`src/rtl/id_ex_stage_pkg.sv`:
```
`default_nettype none
// ============================================================================
// Module : id_ex_stage_pkg
// Brief  : ALU control codes, forwarding-select type and selection helper
//          shared by the ID/EX stage and its forwarding unit.
// Rev    : 1.0
// ============================================================================
package id_ex_stage_pkg;

    localparam logic [2:0] ALU_AND = 3'b000;
    localparam logic [2:0] ALU_OR  = 3'b001;
    localparam logic [2:0] ALU_ADD = 3'b010;
    localparam logic [2:0] ALU_SUB = 3'b110;
    localparam logic [2:0] ALU_SLT = 3'b111;

    typedef enum logic [1:0] {
        FWD_RF  = 2'd0,
        FWD_MEM = 2'd1,
        FWD_WB  = 2'd2
    } fwd_sel_t;

    // MEM holds the younger result, so it outranks WB.
    function automatic fwd_sel_t fwd_pick(input logic mem_hit, input logic wb_hit);
        fwd_sel_t sel;
        if (mem_hit) begin
            sel = FWD_MEM;
        end else if (wb_hit) begin
            sel = FWD_WB;
        end else begin
            sel = FWD_RF;
        end
        return sel;
    endfunction

endpackage
`default_nettype wire

```
`src/rtl/id_ex_stage_fwd_unit.sv`:
```
`default_nettype none
// ============================================================================
// Module : id_ex_stage_fwd_unit
// Brief  : Combinational RAW-hazard forwarding select for the EX rs/rt operands.
// Rev    : 1.0
// ============================================================================
module id_ex_stage_fwd_unit
    import id_ex_stage_pkg::*;
#(
    parameter int REGW = 5
) (
    input  logic [REGW-1:0] ex_rs,
    input  logic [REGW-1:0] ex_rt,
    input  logic            mem_regwrite,
    input  logic [REGW-1:0] mem_waddr,
    input  logic            wb_regwrite,
    input  logic [REGW-1:0] wb_waddr,
    output fwd_sel_t        fwd_rs_sel,
    output fwd_sel_t        fwd_rt_sel
);

    logic w_rs_mem_hit;
    logic w_rs_wb_hit;
    logic w_rt_mem_hit;
    logic w_rt_wb_hit;

    // Register 0 is hard-wired to zero and never takes a forwarded value.
    always_comb begin
        w_rs_mem_hit = mem_regwrite && (mem_waddr == ex_rs) && (ex_rs != '0);
        w_rs_wb_hit  = wb_regwrite  && (wb_waddr  == ex_rs) && (ex_rs != '0);
        w_rt_mem_hit = mem_regwrite && (mem_waddr == ex_rt) && (ex_rt != '0);
        w_rt_wb_hit  = wb_regwrite  && (wb_waddr  == ex_rt) && (ex_rt != '0);
        fwd_rs_sel   = fwd_pick(w_rs_mem_hit, w_rs_wb_hit);
        fwd_rt_sel   = fwd_pick(w_rt_mem_hit, w_rt_wb_hit);
    end

endmodule
`default_nettype wire

```
`src/rtl/id_ex_stage.sv`:
```
`default_nettype none
// ============================================================================
// Module : id_ex_stage
// Brief  : ID/EX pipeline register with load-use bubble insertion and
//          MEM/WB operand forwarding into the ALU inputs.
// Rev    : 1.0
// ============================================================================
module id_ex_stage
    import id_ex_stage_pkg::*;
#(
    parameter int N    = 32,
    parameter int REGW = 5
) (
    input  logic            clk,
    input  logic            reset,
    input  logic            stall,
    input  logic            flush,
    input  logic            id_valid,
    input  logic [N-1:0]    id_rd1,
    input  logic [N-1:0]    id_rd2,
    input  logic [N-1:0]    id_imm,
    input  logic [REGW-1:0] id_rs,
    input  logic [REGW-1:0] id_rt,
    input  logic [REGW-1:0] id_rd,
    input  logic            id_alusrc,
    input  logic            id_regdst,
    input  logic [2:0]      id_alucont,
    input  logic            id_regwrite,
    input  logic            id_memwrite,
    input  logic            id_memtoreg,
    input  logic            mem_regwrite,
    input  logic [REGW-1:0] mem_waddr,
    input  logic [N-1:0]    mem_result,
    input  logic            wb_regwrite,
    input  logic [REGW-1:0] wb_waddr,
    input  logic [N-1:0]    wb_result,
    output logic            load_use_stall,
    output logic [N-1:0]    alu_a,
    output logic [N-1:0]    alu_b,
    output logic [2:0]      alu_cont,
    output logic [N-1:0]    ex_writedata,
    output logic [REGW-1:0] ex_waddr,
    output logic            ex_valid,
    output logic            ex_regwrite,
    output logic            ex_memwrite,
    output logic            ex_memtoreg
);

    typedef struct packed {
        logic            valid;
        logic            regwrite;
        logic            memwrite;
        logic            memtoreg;
        logic            alusrc;
        logic [2:0]      alucont;
        logic [N-1:0]    rd1;
        logic [N-1:0]    rd2;
        logic [N-1:0]    imm;
        logic [REGW-1:0] rs;
        logic [REGW-1:0] rt;
        logic [REGW-1:0] waddr;
    } id_ex_t;

    id_ex_t     stage_d;
    id_ex_t     stage_q;
    id_ex_t     w_bubble;
    id_ex_t     w_capture;
    fwd_sel_t   w_rs_sel;
    fwd_sel_t   w_rt_sel;
    logic [N-1:0] w_fwd_rs;
    logic [N-1:0] w_fwd_rt;

    always_comb begin
        w_bubble         = '0;
        w_bubble.alucont = ALU_ADD;

        w_capture.valid    = id_valid;
        w_capture.regwrite = id_valid & id_regwrite;
        w_capture.memwrite = id_valid & id_memwrite;
        w_capture.memtoreg = id_valid & id_memtoreg;
        w_capture.alusrc   = id_alusrc;
        w_capture.alucont  = id_alucont;
        w_capture.rd1      = id_rd1;
        w_capture.rd2      = id_rd2;
        w_capture.imm      = id_imm;
        w_capture.rs       = id_rs;
        w_capture.rt       = id_rt;
        w_capture.waddr    = id_regdst ? id_rd : id_rt;
    end

    assign load_use_stall = stage_q.valid && stage_q.memtoreg && (stage_q.waddr != '0) &&
                            id_valid && ((stage_q.waddr == id_rs) || (stage_q.waddr == id_rt));

    always_comb begin
        stage_d = w_capture;
        if (flush) begin
            stage_d = w_bubble;
        end else if (stall) begin
            stage_d = stage_q;
        end else if (load_use_stall) begin
            stage_d = w_bubble;
        end
    end

    always_ff @(posedge clk) begin
        if (reset) begin
            stage_q <= w_bubble;
        end else begin
            stage_q <= stage_d;
        end
    end

    id_ex_stage_fwd_unit #(
        .REGW (REGW)
    ) u_fwd_unit (
        .ex_rs        (stage_q.rs),
        .ex_rt        (stage_q.rt),
        .mem_regwrite (mem_regwrite),
        .mem_waddr    (mem_waddr),
        .wb_regwrite  (wb_regwrite),
        .wb_waddr     (wb_waddr),
        .fwd_rs_sel   (w_rs_sel),
        .fwd_rt_sel   (w_rt_sel)
    );

    always_comb begin
        case (w_rs_sel)
            FWD_MEM: w_fwd_rs = mem_result;
            FWD_WB:  w_fwd_rs = wb_result;
            default: w_fwd_rs = stage_q.rd1;
        endcase
        case (w_rt_sel)
            FWD_MEM: w_fwd_rt = mem_result;
            FWD_WB:  w_fwd_rt = wb_result;
            default: w_fwd_rt = stage_q.rd2;
        endcase
    end

    assign alu_a        = w_fwd_rs;
    assign alu_b        = stage_q.alusrc ? stage_q.imm : w_fwd_rt;
    assign ex_writedata = w_fwd_rt;
    assign alu_cont     = stage_q.alucont;
    assign ex_waddr     = stage_q.waddr;
    assign ex_valid     = stage_q.valid;
    assign ex_regwrite  = stage_q.regwrite;
    assign ex_memwrite  = stage_q.memwrite;
    assign ex_memtoreg  = stage_q.memtoreg;

endmodule
`default_nettype wire

```
`config.mk`:
```
export PLATFORM = sky130hd
export DESIGN_NAME = id_ex_stage
export DESIGN_NICKNAME = d
export VERILOG_FILES = /design/src/rtl/id_ex_stage_pkg.sv /design/src/rtl/id_ex_stage_fwd_unit.sv /design/src/rtl/id_ex_stage.sv
export SDC_FILE = /design/constraint.sdc
export NUM_CORES = 1
export LEC_CHECK = 0
export CAP_MARGIN = 25
export CORE_ASPECT_RATIO = 2
export CORE_MARGIN = 4
export CORE_UTILIZATION = 40
export CTS_CLUSTER_SIZE = 14
export DETAILED_ROUTE_END_ITERATION = 6
export PLACE_DENSITY = 0.89
export SLEW_MARGIN = 10
export SYNTH_ARGS = -nofsm -noshare
export SYNTH_HDL_FRONTEND = slang
export SYNTH_SLANG_ARGS = --single-unit
```
`constraint.sdc`:
```
create_clock -name clk -period 3.1 [get_ports clk]
set_clock_uncertainty 0.2 [all_clocks]
set_input_delay 0.465 -clock clk [delete_from_list [all_inputs] [get_ports clk]]
set_output_delay 0.465 -clock clk [all_outputs]
set_load 0.02 [all_outputs]
```
==> out/qor.yml, run 1 <==
floorplanning:
  die_height_um: 184
timing:
  min_period_ns: 3.36
  setup_ws_ns: -0.262
  setup_violations: 72
  fin_crit_sh_pct: 108
synthesis:
  synth_cell_types: 34
  mux_area_share_pct: 11.7
  yosys_register_bits: 119
  synth_top_area_share_pct: 38.3
  simple_gate_share_pct: 12.9
  compound_area_share_pct: 27.0
  syn_inst: 672
  ys_sh_adder_pct: 0
  synth_area_per_cell_um2: 9.27
  yosysTopAreaCell: "dfxtp_1"
  fp_nets: 872
cells_and_area:
  syn_to_final_growth_pct: 98.3
  nNetsFinal: 1249
  instances_no_fill: 1263
  layout-drive-gt1-share_pct: 38.5
power:
  pwr-share-comb_pct: 24.2
  power.density_nw_per_um2: 396
  swShare_pct: 28.4
  p_int_mw: 3.50
  power_frac_seq_pct: 33.3
  power.switching_mw: 1.38
grt:
  gr-total-overflow: 0
  grt_busiest_layer: "met2"
  grt_pass1_wl_mm: 42.6
  grt_max_degree: 77
  met3_usage_pct: 6.66
  met2_usage_pct: 53.8
  grt_use_met1_pct: 34.5
detailed_routing:
  route.detailed.drc: 0
  avgViaCountPerCell: 6.24
  antenna_left: 0
  dr.max_layer_used: "met4"
placement:
  dp_cells: 1179
  io_buffers: 308
critical_path:
  start_kind: "input port"
  arrival_ns: 2.70
  cp_slowest_cell: "clkdlybuf4s50_1"
  critPathMaxFanout: 8
  cp.required_ns: 2.43
clock_network:
  ctsHoldBuffers: 0
  cts.repair.resized: 566
  cts_buffers: 17
  clockRootBuffer: "clkbuf_16"
hold_path:
  hp-class: "reg -> reg"
status:
  status: "finished with violations"
  violations: "setup timing"
==> run 1: cell type report <==
| type | count | area (um^2) | area share, % |
|---|---|---|---|
| diodes | 3 | 7.51 | 0.0608 |
| flip-flops and latches | 119 | 2390 | 19.4 |
| clock inverters | 14 | 175 | 1.42 |
| clock buffers | 18 | 429 | 3.48 |
| repair buffers | 437 | 4600 | 37.3 |
| well taps | 198 | 248 | 2.01 |
| multi-input cells | 473 | 4490 | 36.4 |
| inverters | 1 | 3.75 | 0.0304 |
==> run 1: state kept, by name, indices dropped and copies added, names as in the netlist <==
| register | count |
|---|---|
| stage_q | 107 |
| ex_waddr | 5 |
| alu_cont | 3 |
| ex_memtoreg | 1 |
| ex_memwrite | 1 |
| ex_regwrite | 1 |
| ex_valid | 1 |
==> run 1: cells in the final DEF, fill, tap and decap left out, types with 22 or more instances in the layout <==
cell	n
clkdlybuf4s50_1	203
a22o_1	115
dfxtp_1	112
buf_4	79
buf_6	79
nand2_1	34
and3_1	31
buf_2	28
mux2i_1	27
buf_12	26
mux2_4	25
clkbuf_16	24
o21ai_0	22
==> run 1: worst paths after layout <==
kind         slack [ns]         start  depth (start not counted)     endpoint
min                0.27   ex_regwrite                          1  ex_regwrite
max               -0.26  mem_waddr[3]                         10     alu_b[9]
max reg2reg        0.74   ex_waddr[1]                          6  stage_q[91]
min reg2reg        0.27   ex_regwrite                          1  ex_regwrite
==> run 1: metrics by stage <==
stage	setup WS [ns]	hold slack (ns)	area, um^2	setup TNS [ns]
floorplan	0.224	0.237	6230	0
global placement	-0.472	0.247	10000	-32.23
detailed placement	-0.497	0.255	10000	-34.25
CTS	-0.206	0.268	11000	-4.49
global route	-0.301	0.286	12300	-10.38
finish	-0.262	0.275	12300	-6.90
==> run_1/route_heat.png <==
Bar = 20 um. 19 x 37 tiles, from black (low) to pale yellow (high), scaled to the fullest tile. Values are wire area over tile area, all layers added.
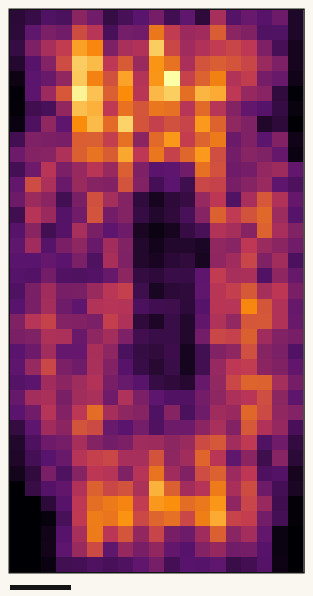
fullest tile = 0.88
nearly empty tiles = 2.8%
densest ninth of the die = top centre
final WL: 33.8 mm
Routed WL per cell: 26.8 um
Tot GR Track Use: 32.0%
via count: 7884

==> run_1/ff_map.png <==
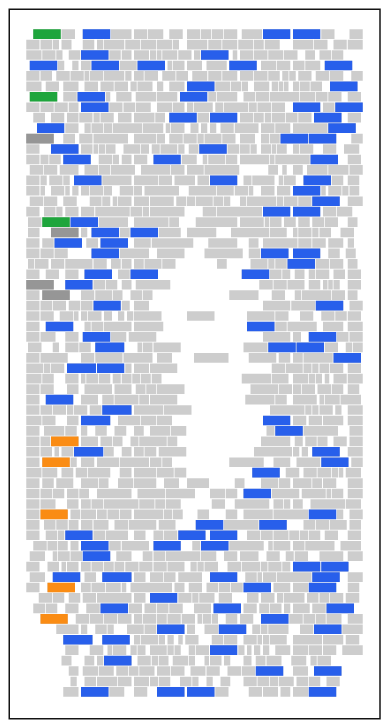
orange -> ex_waddr  # placed flops 5
blue -> stage_q  # placed flops 107, where spread over the die
green -> alu_cont  # placed flops 3
not coloured = 4
Util after Layout: 80.7%
sequential cell area share: 19.4%
register area: 2390 um^2
seq pwr: 1.63 mW

==> run_1/placed.png <==
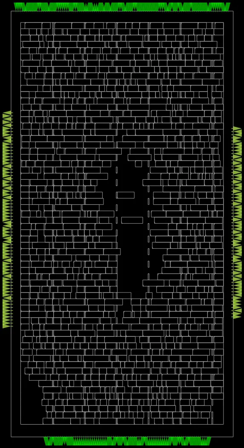
flop count: 119
FILL cells: 812

==> run_1/closeup.png <==
Bar = 20 um. Region (0, 21) to (50, 71) um. Cells in grey, sequential cells in the stronger grey; small squares are vias.
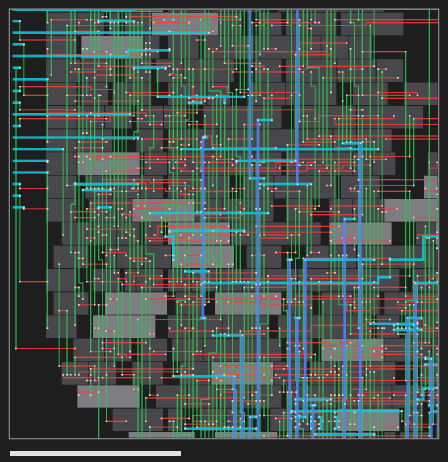
red -> M1
blue -> M4
cyan -> M3
green -> M2
netlist names of flops here include = stage_q (11), ex_waddr (4)
most frequent = clkdlybuf4s50_1 (29), a22o_1 (19), buf_4 (17)
sequential cells in the window = 15
cells with their middle in the window = 168

==> run 1 -> run 2 <==
- CTS_CLUSTER_DIAMETER: not set -> 100
==> run_2/ff_map.png <==
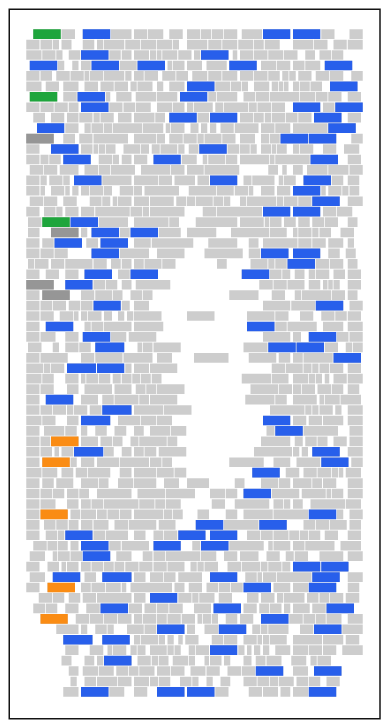
green -> alu_cont  # placed flops 3
orange -> ex_waddr  # placed flops 5
blue -> stage_q  # placed flops 107, where spread over the die

==> run_2/class_map.png <==
Fill, decap, tap and diode cells in grey.
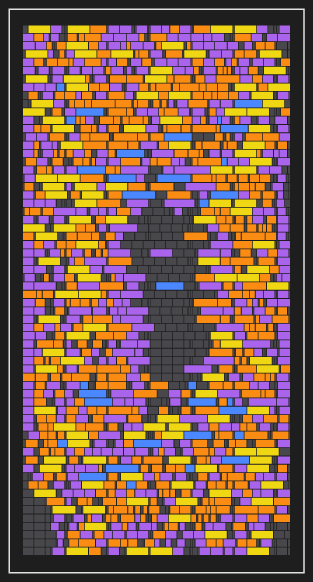
yellow -> registers  # cells 119, share of their area 20%
blue -> clock drivers and dummy loads  # cells 32, share of their area 5.0%
purple -> remaining buffers and delay cells  # cells 437, share of their area 38%
orange -> remaining logic cells  # cells 474, share of their area 37%
post-route cell area: 12300 um^2
# rows: 64
Core Region: 15300 um^2

==> run_2/placed.png <==
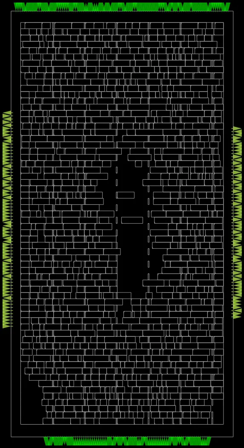
Taps Inserted: 198
non-filler cells, final: 1263

==> run 2 against run 1 <==
Effect of this change: the flow still finishes with violations (setup timing); highest routed layer unchanged; synthesized cell count did not move; hold slack did not move; first-iteration DRC count did not move; cell count did not move; sequential power barely moved; critical path type unchanged; combinational power barely moved; clock power barely moved; utilization did not move; via count did not move; non-clock buffer count did not move.
==> out/qor.yml, run 2 <==
status:
  status: "finished with violations"
  violations: "setup timing"
timing:
  tightest_slew_ns: 0.663
  setup_ws_ns: -0.262
  fin_crit_sh_pct: 108
  setup_violations: 72
  min_period_ns: 3.36
power:
  pwr-share-comb_pct: 24.2
  power.switching_mw: 1.38
  power_frac_seq_pct: 33.3
  p_int_mw: 3.50
  power.density_nw_per_um2: 396
  p_seq_mw: 1.63
  swShare_pct: 28.4
critical_path:
  critPathMaxFanout: 8
  cp_slowest_cell: "clkdlybuf4s50_1"
  cp.depth: 10
  cp.required_ns: 2.43
  reg2reg_depth: 6
  start_kind: "input port"
  arrival_ns: 2.70
  path_cells: "clkdlybuf4s50_1 > xnor2_1 > o211ai_4 > buf_6 > buf_12 > clkbuf_16 > nor3_1 > a31oi_4 > mux2_4 > buf_6"
synthesis:
  fp_nets: 872
  syn_inst: 672
  synth_area_per_cell_um2: 9.27
  netlist_area_um2: 6230
  yosys_register_bits: 119
  ys_cells: 672
  compound_area_share_pct: 27.0
  simple_gate_share_pct: 12.9
  synth_cell_types: 34
  synth_top_area_share_pct: 38.3
  yosysTopAreaCell: "dfxtp_1"
  ys_sh_adder_pct: 0
detailed_routing:
  num_vias: 7884
  avgViaCountPerCell: 6.24
  wl_mm: 33.8
  wl_per_cell_um: 26.8
  antenna_left: 0
  route.detailed.drc: 0
grt:
  grt_usage_pct: 32.0
  grt_pass1_wl_mm: 42.6
  grt_max_degree: 77
  gr-total-overflow: 0
cells_and_area:
  top_register: "stage_q"
  largest_reg_flops: 107
  nNetsFinal: 1249
  fillCellCount: 812
  layout-drive-gt1-share_pct: 38.5
  mostFrequentLayoutCell: "clkdlybuf4s50_1"
  syn_to_final_growth_pct: 98.3
  utilization_pct: 80.7
  final_cell_mix: "clkdlybuf4s50_1, a22o_1, dfxtp_1"
clock_network:
  htree_levels: 4
  cts_buffers: 17
  clockRootBuffer: "clkbuf_16"
floorplanning:
  die_height_um: 184
hold_path:
  hp-class: "reg -> reg"
placement:
  io_buffers: 308
  post-place-ws_ns: -0.497
  place_area_um2: 10000
run 2: cell counts after synthesis:
Identical to the previous run, type by type.
run 2: routing by layer:
layer | vias up | part of all wire [%] | global-route usage, %
met2 | 572 | 51 | 53.8
met1 | 3792 | 33 | 34.5
met3 | 189 | 7.6 | 6.66
met5 | - | 0 | 0
met4 | 0 | 7.6 | 22.8
li1 | 3331 | - | -
run 2: worst paths after layout:
check / to / start / slack [ns]
setup / recovery: alu_b[9] / mem_waddr[3] / -0.26
hold / removal: ex_regwrite / ex_regwrite / 0.27
setup reg to reg: stage_q[91] / ex_waddr[1] / 0.74
hold reg to reg: ex_regwrite / ex_regwrite / 0.27
run 2: what timing repair did:
item                       4_1_cts  5_1_grt
gates cloned                     5        7
setup endpoints to repair       96       94
hold buffers                     0        0
pin swaps                       29       44
buffers inserted                16       23
gates resized                  566      228
hold endpoints to repair         0        0
run 2: final cells by class:
type | count | area (um^2) | share of cell area [%]
Multi-Input combinational cell | 473 | 4490 | 36.4
Antenna cell | 3 | 7.51 | 0.0608
Clock inverter | 14 | 175 | 1.42
Timing Repair Buffer | 437 | 4600 | 37.3
Tap cell | 198 | 248 | 2.01
Clock buffer | 18 | 429 | 3.48
Sequential cell | 119 | 2390 | 19.4
Inverter | 1 | 3.75 | 0.0304
run 2: stage by stage:
stage | hold slack, ns | TNS [ns] | instances | power [mW]
final | 0.275 | -6.90 | 1263 | 4.88
after global routing | 0.286 | -10.38 | 1263 | 4.99
after CTS | 0.268 | -4.49 | 1232 | 4.66
after detailed placement | 0.255 | -34.25 | 1179 | 2.56
after global placement | 0.247 | -32.23 | 1179 | 2.55
after floorplan | 0.237 | 0 | 672 | 1.99
==> run_2/closeup.png <==
Bar = 20 um. Region (0, 21) to (50, 71) um. Cells in grey, sequential cells in the stronger grey; small squares are vias.
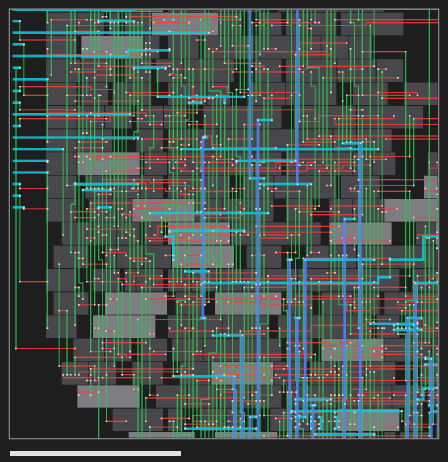

==> run 2 -> run 3 <==
- CORE_ASPECT_RATIO: 2 -> 1.25
- PLACE_DENSITY: 0.89 -> 0.86
- RECOVER_POWER: not set -> 25
- SYNTH_HIERARCHICAL: not set -> 1
==> run_3/closeup.png <==
Bar = 20 um. Region (6, 14) to (56, 64) um. Cells in grey, sequential cells in the stronger grey; small squares are vias.
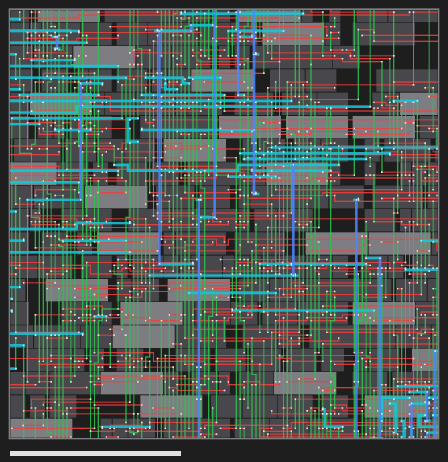
blue -> M4
green -> M2
red -> M1
cyan -> M3
most frequent = nand2_1 (35), clkdlybuf4s50_1 (31), dfxtp_1 (27)
netlist names of flops here include = stage_q (27)
cells with their middle in the window = 214
sequential cells in the window = 27

==> run_3/route_heat.png <==
Bar = 50 um. 25 x 31 tiles, from black (low) to pale yellow (high), scaled to the fullest tile. Values are wire area over tile area, all layers added.
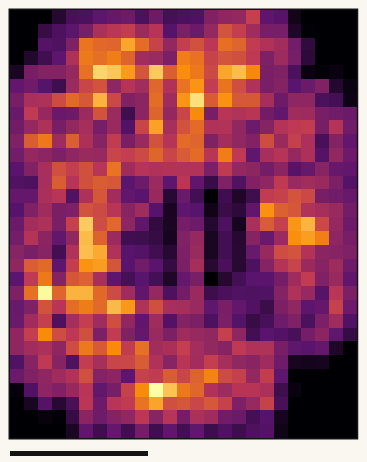
nearly empty tiles = 8.1%
emptiest ninth of the die = lower right
tiles over half the peak = 26%
densest ninth of the die = top centre
Tot GR Track Use: 31.4%
Routed WL per cell: 23.2 um
via count: 8924
final WL: 33.4 mm

==> run 3 against run 2 <==
Effect of this change: the run ends with slew limit, setup timing left; via count is 13% higher; cell area is 4.4% higher; clock power is 11% higher; critical endpoint is now alu_b[10]; largest cell class is now combinational gates.
==> out/qor.yml, run 3 <==
placement:
  post-place-ws_ns: -1.20
  place_area_um2: 10600
  gp_congestion: 0.923
  dp_cells: 1375
  hpwl_mm: 20.5
  io_buffers: 308
floorplanning:
  die_height_um: 155
  fp_util_pct: 40.9
  die-area_um2: 19500
timing:
  tightest_slew_ns: 1.51
  setup_violations: 109
  setup_ws_ns: -0.432
  finalSetupTns_ns: -25.58
  min_period_ns: 3.53
  maxSlewHeadroom_pct: -0.951
  final_max_slew_viol_count: 68
  fin_crit_sh_pct: 114
  rsz0062_at_grt: "yes"
  hold_ws_ns: 0.271
synthesis:
  netlist_area_um2: 6920
  ys_area_um2: 6920
  ff_type: "dfxtp_1"
  fp_nets: 1083
  synth_area_per_cell_um2: 7.87
  ys_seq_share_pct: 34.4
  ys_warn_count: 6
  synth_top_area_share_pct: 34.4
  synth_cell_types: 32
  yosysTopAreaCell: "dfxtp_1"
  yosys_register_bits: 119
  ys_cells: 879
  syn_inst: 879
power:
  totalPowerFinal_mw: 5.28
  p_clk_share_pct: 43.6
  pg_clk_mw: 2.30
  pwr-share-comb_pct: 24.0
  power_frac_seq_pct: 32.4
  p_int_mw: 3.83
  swShare_pct: 27.5
  power.density_nw_per_um2: 410
  power.switching_mw: 1.45
  p_seq_mw: 1.71
hold_path:
  worstHoldPathCells: 2
  hp-class: "reg -> reg"
clock_network:
  clockRootBuffer: "clkbuf_16"
  htree_levels: 4
  cts.sinks: 119
  cts_buffer_depth: 2
  cts_buffers: 17
  ctsHoldBuffers: 0
status:
  status: "finished with violations"
  violations: "slew limit, setup timing"
cells_and_area:
  mostFrequentLayoutCell: "clkdlybuf4s50_1"
  instances_no_fill: 1439
  nNetsFinal: 1410
  largest_reg_flops: 107
  n_antenna_cell: 0
  top_register: "stage_q"
  syn_to_final_growth_pct: 86.3
  layout-drive-gt1-share_pct: 35.8
  final_cell_mix: "clkdlybuf4s50_1, nand2_1, o21ai_1"
run:
  warning_count: 37
detailed_routing:
  antenna_left: 0
  route.detailed.drc: 0
  avgViaCountPerCell: 6.20
grt:
  grt_pass1_wl_mm: 49.1
  grt_busiest_layer: "met2"
  gr-total-overflow: 0
  grt_use_met1_pct: 38.4
  grt_max_degree: 125
  met2_usage_pct: 52.9
  met3_usage_pct: 6.87
critical_path:
  arrival_ns: 2.87
  critPathMaxFanout: 6
  cp.required_ns: 2.43
  reg2reg_depth: 5
  start_kind: "register"
==> run_3/class_map.png <==
Fill, decap, tap and diode cells in grey.
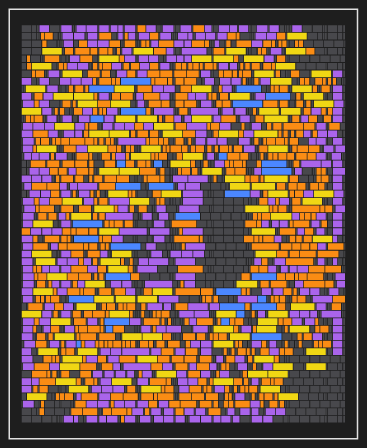
blue -> clock drivers and dummy loads  # cells 32, share of their area 5.4%
orange -> remaining logic cells  # cells 655, share of their area 40%
yellow -> registers  # cells 119, share of their area 19%
purple -> remaining buffers and delay cells  # cells 413, share of their area 35%
post-route cell area: 12900 um^2
Util after Layout: 76.2%
Core Region: 16900 um^2
# rows: 53
sequential cell area share: 18.7%

## run 3: cell types whose count changed after synthesis, sizes merged, moves of 31 or more
cell    delta
a31oi     -31
o31ai     -32
nor3      -35
a32oi    +111
clkbuf    +37
mux2i     -32
a22oi     +71
a22o     -115
nand2    +145
o21ai    +145
## run 3: kinds of logic after synthesis
group | Yosys count | share of synthesized area, %
AND-OR/OR-AND | 375 | 36.0
AND/OR/NAND/NOR | 203 | 11.8
flip-flops | 119 | 34.4
buffers and inverters | 111 | 7.18
multiplexers | 37 | 6.02
XOR/XNOR | 30 | 3.80
adder cells (fa/ha/maj) | 4 | 0.724
## run 3: final timing paths
check	from	end	slack [ns]
setup reg to reg	ex_waddr[0]	stage_q[62]	-0.14
hold / removal	stage_q[39]	stage_q[39]	0.27
hold reg to reg	stage_q[39]	stage_q[39]	0.27
setup / recovery	stage_q[7]	alu_b[10]	-0.43
## run 3: repair_timing
item	in CTS	in global routing
endpoints found under the setup margin	96	97
setup buffers	24	15
resized	764	105
pin swaps	80	58
gates cloned	11	1
## run 3: metal layers
metal,wire length (um),share of wire [%]
met3,2820,8.4
met2,16400,49
met5,0,0
met4,1490,4.5
met1,12700,38
## run 3: critical path, cell delays in order, from the launching register on
cell,delay (ns)
dfxtp_4,0.37
xor2_2,0.16
nor4_4,0.39
and3b_2,0.30
inv_2,0.05
ha_4,0.21
buf_12,0.16
buf_6,0.11
a22oi_2,0.18
o21ai_2,0.10
mux2_4,0.28
buf_6,0.13
## run 3: area by class of cell
type / count / area [um^2]
inverters: 6 / 22.5
well taps: 220 / 275
multi-input cells: 649 / 5070
fillers: 1120 / 4020
flip-flops and latches: 119 / 2410
clock buffers: 18 / 439
clock inverters: 14 / 245
repair buffers: 413 / 4430
No activity file was given, so power comes from the tool's default toggle rates.
